===== config.mk =====
export PLATFORM = sky130hd
export DESIGN_NAME = inventory_restocker_flat
export DESIGN_NICKNAME = d
export VERILOG_FILES = /design/src/rtl/inventory_restocker_if.sv /design/src/rtl/inventory_restocker.sv /design/src/flat_wrapper.sv
export SDC_FILE = /design/constraint.sdc
export NUM_CORES = 1
export LEC_CHECK = 0
export CAP_MARGIN = 20
export CORE_MARGIN = 2
export CORE_UTILIZATION = 54
export DETAILED_ROUTE_END_ITERATION = 7
export DONT_BUFFER_PORTS = 1
export PLACE_DENSITY_LB_ADDON = 0.12
export SLEW_MARGIN = 20
export SYNTH_ARGS = -nofsm -noshare
export SYNTH_HDL_FRONTEND = slang
export SYNTH_SLANG_ARGS = --single-unit

===== constraint.sdc =====
create_clock -name clk1 -period 4.8 [get_ports clk1]
set_input_delay 0.48 -clock clk1 [delete_from_list [all_inputs] [get_ports clk1]]
set_output_delay 0.48 -clock clk1 [all_outputs]
set_load 0.1 [all_outputs]

===== src/rtl/inventory_restocker_if.sv =====
// inventory_restocker_if: consume/deliver inputs and stock/status outputs of the restocker
interface inventory_restocker_if;
  logic redInventario;
  logic unitDelivered;
  logic reqRestock;
  logic [2:0] stockCount;
  logic endEmptyInventario;
  logic stockFull;
  logic restockFault;
  modport master (
    output redInventario, unitDelivered,
    input reqRestock, stockCount, endEmptyInventario, stockFull, restockFault
  );
  modport slave (
    input redInventario, unitDelivered,
    output reqRestock, stockCount, endEmptyInventario, stockFull, restockFault
  );
endinterface


===== src/rtl/inventory_restocker.sv =====
// inventory_restocker: saturating stock counter with a restock-request FSM and supplier timeout fault
module inventory_restocker #(
  parameter int CAPACITY = 3,
  parameter int LOW_MARK = 1,
  parameter int TIMEOUT  = 15
) (
  input logic clk1,
  input logic reset1,
  inventory_restocker_if.slave bus
);
  localparam logic [2:0] CAP = 3'(CAPACITY);
  localparam logic [2:0] LM  = 3'(LOW_MARK);
  localparam logic [7:0] TO  = 8'(TIMEOUT);
  typedef enum logic [1:0] {IDLE, REQ, FAULT} state_t;
  state_t state;
  logic [2:0] count, nc;
  logic [7:0] timer, tinc;
  logic c, d;
  always_comb begin
    c = bus.redInventario;
    d = bus.unitDelivered;
    nc = (c && !d && count != 3'd0) ? count - 3'd1 :
         (d && !c && count != CAP) ? count + 3'd1 : count;
    tinc = timer + {7'd0, timer != 8'hff};
  end
  assign bus.stockCount = count;
  assign bus.endEmptyInventario = count != 3'd0;
  assign bus.stockFull = count == CAP;
  always_ff @(posedge clk1 or negedge reset1) begin
    if (!reset1) begin
      state <= IDLE;
      count <= CAP;
      timer <= 8'd0;
      bus.reqRestock <= 1'b0;
      bus.restockFault <= 1'b0;
    end else begin
      count <= nc;
      case (state)
        IDLE: if (nc <= LM) begin
          state <= REQ;
          bus.reqRestock <= 1'b1;
        end
        REQ: if (nc == CAP) begin
          state <= IDLE;
          timer <= 8'd0;
          bus.reqRestock <= 1'b0;
        end else if (d) begin
          timer <= 8'd0;
        end else begin
          timer <= tinc;
          if (tinc == TO) begin
            state <= FAULT;
            bus.restockFault <= 1'b1;
          end
        end
        FAULT: if (d) begin
          state <= (nc == CAP) ? IDLE : REQ;
          bus.reqRestock <= nc != CAP;
          bus.restockFault <= 1'b0;
          timer <= 8'd0;
        end
        default: state <= IDLE;
      endcase
    end
  end
endmodule


===== src/flat_wrapper.sv =====
// flat-port wrapper written by rule: the top's interface ports become plain ports
module inventory_restocker_flat 
#(
  parameter int CAPACITY = 3,
  parameter int LOW_MARK = 1,
  parameter int TIMEOUT  = 15
)
  (clk1, reset1, bus_redInventario, bus_unitDelivered, bus_reqRestock, bus_stockCount, bus_endEmptyInventario, bus_stockFull, bus_restockFault);
  inventory_restocker_if bus_i ();
  input logic clk1;
  input logic reset1;
  input wire logic [$bits(bus_i.redInventario)-1:0] bus_redInventario;
  input wire logic [$bits(bus_i.unitDelivered)-1:0] bus_unitDelivered;
  output wire logic [$bits(bus_i.reqRestock)-1:0] bus_reqRestock;
  output wire logic [$bits(bus_i.stockCount)-1:0] bus_stockCount;
  output wire logic [$bits(bus_i.endEmptyInventario)-1:0] bus_endEmptyInventario;
  output wire logic [$bits(bus_i.stockFull)-1:0] bus_stockFull;
  output wire logic [$bits(bus_i.restockFault)-1:0] bus_restockFault;
  assign bus_i.redInventario = bus_redInventario;
  assign bus_i.unitDelivered = bus_unitDelivered;
  assign bus_reqRestock = bus_i.reqRestock;
  assign bus_stockCount = bus_i.stockCount;
  assign bus_endEmptyInventario = bus_i.endEmptyInventario;
  assign bus_stockFull = bus_i.stockFull;
  assign bus_restockFault = bus_i.restockFault;
  inventory_restocker #(.CAPACITY(CAPACITY), .LOW_MARK(LOW_MARK), .TIMEOUT(TIMEOUT)) u_core (.clk1(clk1), .reset1(reset1), .bus(bus_i));
endmodule

run_1/metal_density.png
The bar under the picture is 10 um long. The die is cut into 10 by 10 equal tiles; dark blue is low, red is high, scaled to the fullest tile. Values are wire area over tile area, all layers added.
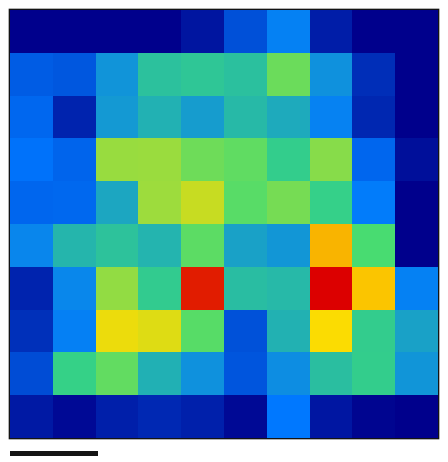
tiles over half the peak: 22%
densest ninth of the die: center
nearly empty tiles: 14%

run_1/congestion.png
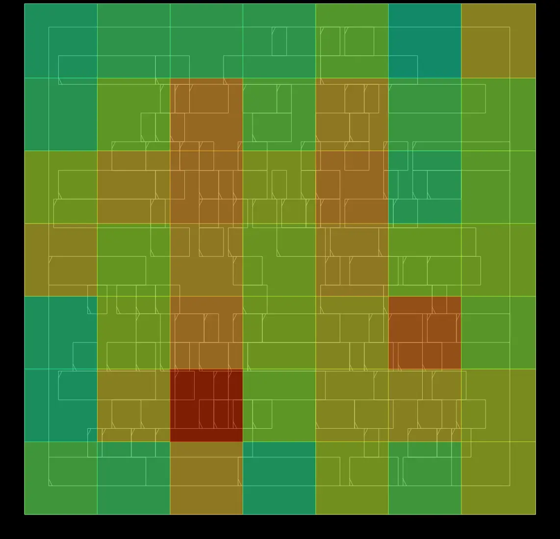
met1 usage in global routing: 0.271
GR Util met3: 0.0340

run_1/flops_by_reg.png
The bar under the picture is 10 um long. Other sequential cells in the stronger gray, the rest of the logic in the fainter gray.
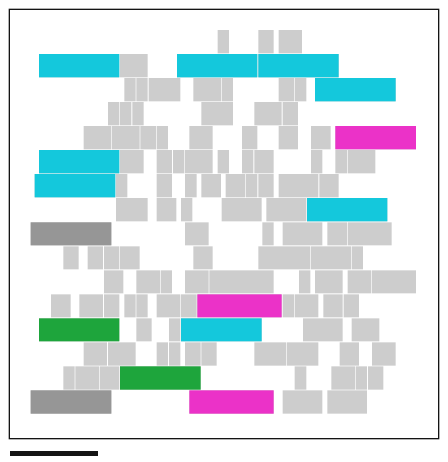
[green] `u_core.state` | placed flops: 2
[magenta] `u_core.bus.stockCount` | placed flops: 3
[cyan] `u_core.timer` | placed flops: 8

run_1/placement_by_type.png
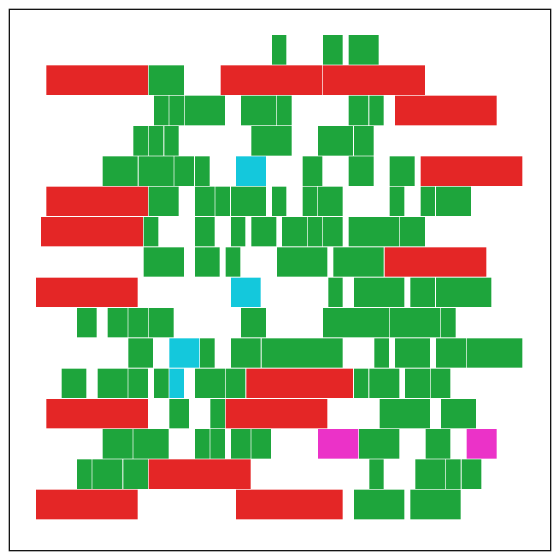
[red] flops | cells: 15 | share of their area: 35%
[green] combinational and other logic | cells: 99 | share of their area: 61%
[cyan] clock drivers and dummy loads | cells: 4 | share of their area: 2.4%
[magenta] other buffers and delay cells | cells: 2 | share of their area: 1.6%

-- run 1: sequential cells by signal, summed over array words and instances, names as in the netlist --
| name | count |
|---|---|
| u_core.bus.reqRestock | 1 |
| u_core.state | 2 |
| u_core.bus.stockCount | 3 |
| u_core.bus.restockFault | 1 |
| u_core.timer | 8 |
-- run 1: power groups by stage --
stage          registers, mW  logic (mW)  clock network, mW
3_3_place_gp           0.316       0.272                  0
5_1_grt                0.319       0.313             0.0833
6_report               0.314       0.282             0.0718
2_1_floorplan          0.307       0.239                  0
4_1_cts                0.315       0.283             0.0749
3_5_place_dp           0.318       0.278                  0
-- run 1: metrics by stage --
stage               cell area, um2  hold WS [ns]
floorplan                     1070         0.184
global placement              1080         0.185
detailed placement            1080         0.185
CTS                           1120        0.0262
global route                  1120        0.0112
finish                        1120        0.0328
==> Slide: Implementation Results, run 1 <==
Synthesis and Place & Route Summary

Status
  • Status: finished, final reports clean

Setup path
  • R2R cell count: 8
  • CP required: about 5 ns
  • Reg2reg start: u_core.bus.stockCount[2]
  • R2r setup slk: 1.96 ns
  • Crit Path Max Fanout: 9

Clock network
  • Latency at later pin: around 0.28 ns
  • # H-tree levels: 1
  • Num CTS Buffers: 3

Finish
  • Area-dominant class: logic gates
  • Sequential share of cell area: 0.338
  • MI comb area: roughly 630 um2
  • Layout clock buffers: 4
  • Top cell excl fill/tap: nand2_1

Timing
  • Setup violations, final: 0
  • Worst-Margin Slew: 1.03 ns
  • Minimum clock period: roughly 2.8 ns
  • Final hold vios: 0
  • F_max: roughly 350 MHz

Global route
  • Via count of the first global-routing pass: about 800

Power
  • Total Power: about 0.67 mW
  • Clock Power Share: 0.108
  • Sw Share: 0.557

Routing
  • Final WL: 2060 um
  • Wire length on met2: approximately 960 um
  • Post-route DRC violation count: 0

Die
  • I/O pin count: 11
  • Floorplan core density: 0.561

Job
  • Max-cap violations: 0

Placed design
  • Pre-CTS setup slack: between 1.5 and 2 ns

Synthesis
  • Adder share: 0.0703
==> run 2: changes to the inputs <==
Clock period 4.8 ns to 2.95 ns, I/O delays scaled along.
run_2/metal_density.png
The bar under the picture is 10 um long. The die is cut into 10 by 10 equal tiles; dark blue is low, red is high, scaled to the fullest tile. Values are wire area over tile area, all layers added.
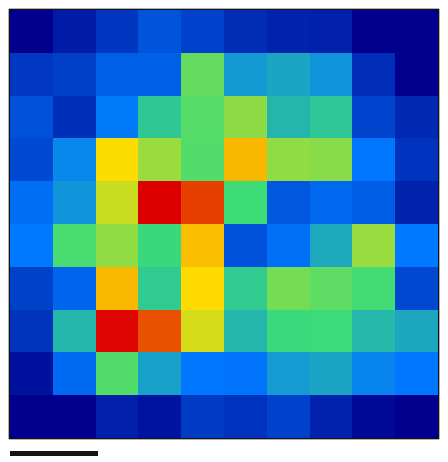
tiles over half the peak: 26%
nearly empty tiles: 8.0%
fullest tile: 0.41

==> Slide: Implementation Results, run 2 <==
Synthesis and Place & Route Summary

Setup path
  • Crit Path Max Fanout: 7
  • R2R cell count: 9
  • Reg2reg start: u_core.timer[5]
  • R2r setup slk: approximately 0.63 ns

Power
  • Power Clock: roughly 0.12 mW
  • Sw Share: 0.545
  • Clock Power Share: 0.105
  • Comb pwr: between 0.6 and 0.7 mW
  • Top power group: combinational logic
  • Total Power: between 1 and 1.5 mW

Placed design
  • Pre-CTS setup slack: 0.658 ns
  • Placed Instance Area: roughly 1100 um2

Timing
  • Minimum clock period: 2.32 ns
  • F_max: roughly 430 MHz
  • Hold Slack: about 0.10 ns
  • Setup violations, final: 0

Job
  • Max-cap violations: 0

Synthesis
  • Yosys Instances: 119

Status
  • Status: finished, final reports clean

Clock network
  • # H-tree levels: 1
  • Num CTS Buffers: 3
  • Latency at later pin: 0.28 ns

Finish
  • Top cell excl fill/tap: nand2_1
  • Final Cell Area: 1150 um2
  • Max reg flops: 8
  • Biggest register: u_core.timer

Global route
  • Via count of the first global-routing pass: approximately 820
  • GR Util met3: 0.0401

Die
  • Floorplan core density: 0.561
  • I/O pin count: 11
==> run 2: area by class of cell <==
| type | instances | area, um2 | share of cell area |
|---|---|---|---|
| multi-input cells | 91 | 636 | 0.552 |
| flip-flops and latches | 15 | 378 | 0.328 |
| repair buffers | 6 | 47.5 | 0.0413 |
| well taps | 27 | 33.8 | 0.0293 |
| inverters | 8 | 30.0 | 0.0261 |
| clock buffers | 3 | 22.5 | 0.0195 |
| clock inverters | 1 | 5.00 | 0.00434 |
==> run 2: logic make-up after synthesis <==
family / count (synthesis) / share of synthesized area
and+or+nand+nor: 48 / 0.247
buffers and inverters: 13 / 0.0528
adders and majority gates: 6 / 0.0703
DFF: 15 / 0.354
xor gates and xnor gates: 6 / 0.0563
AOI/OAI and AO/OA: 30 / 0.210
muxes: 1 / 0.00938
Power is estimated from default activity; no workload was simulated.
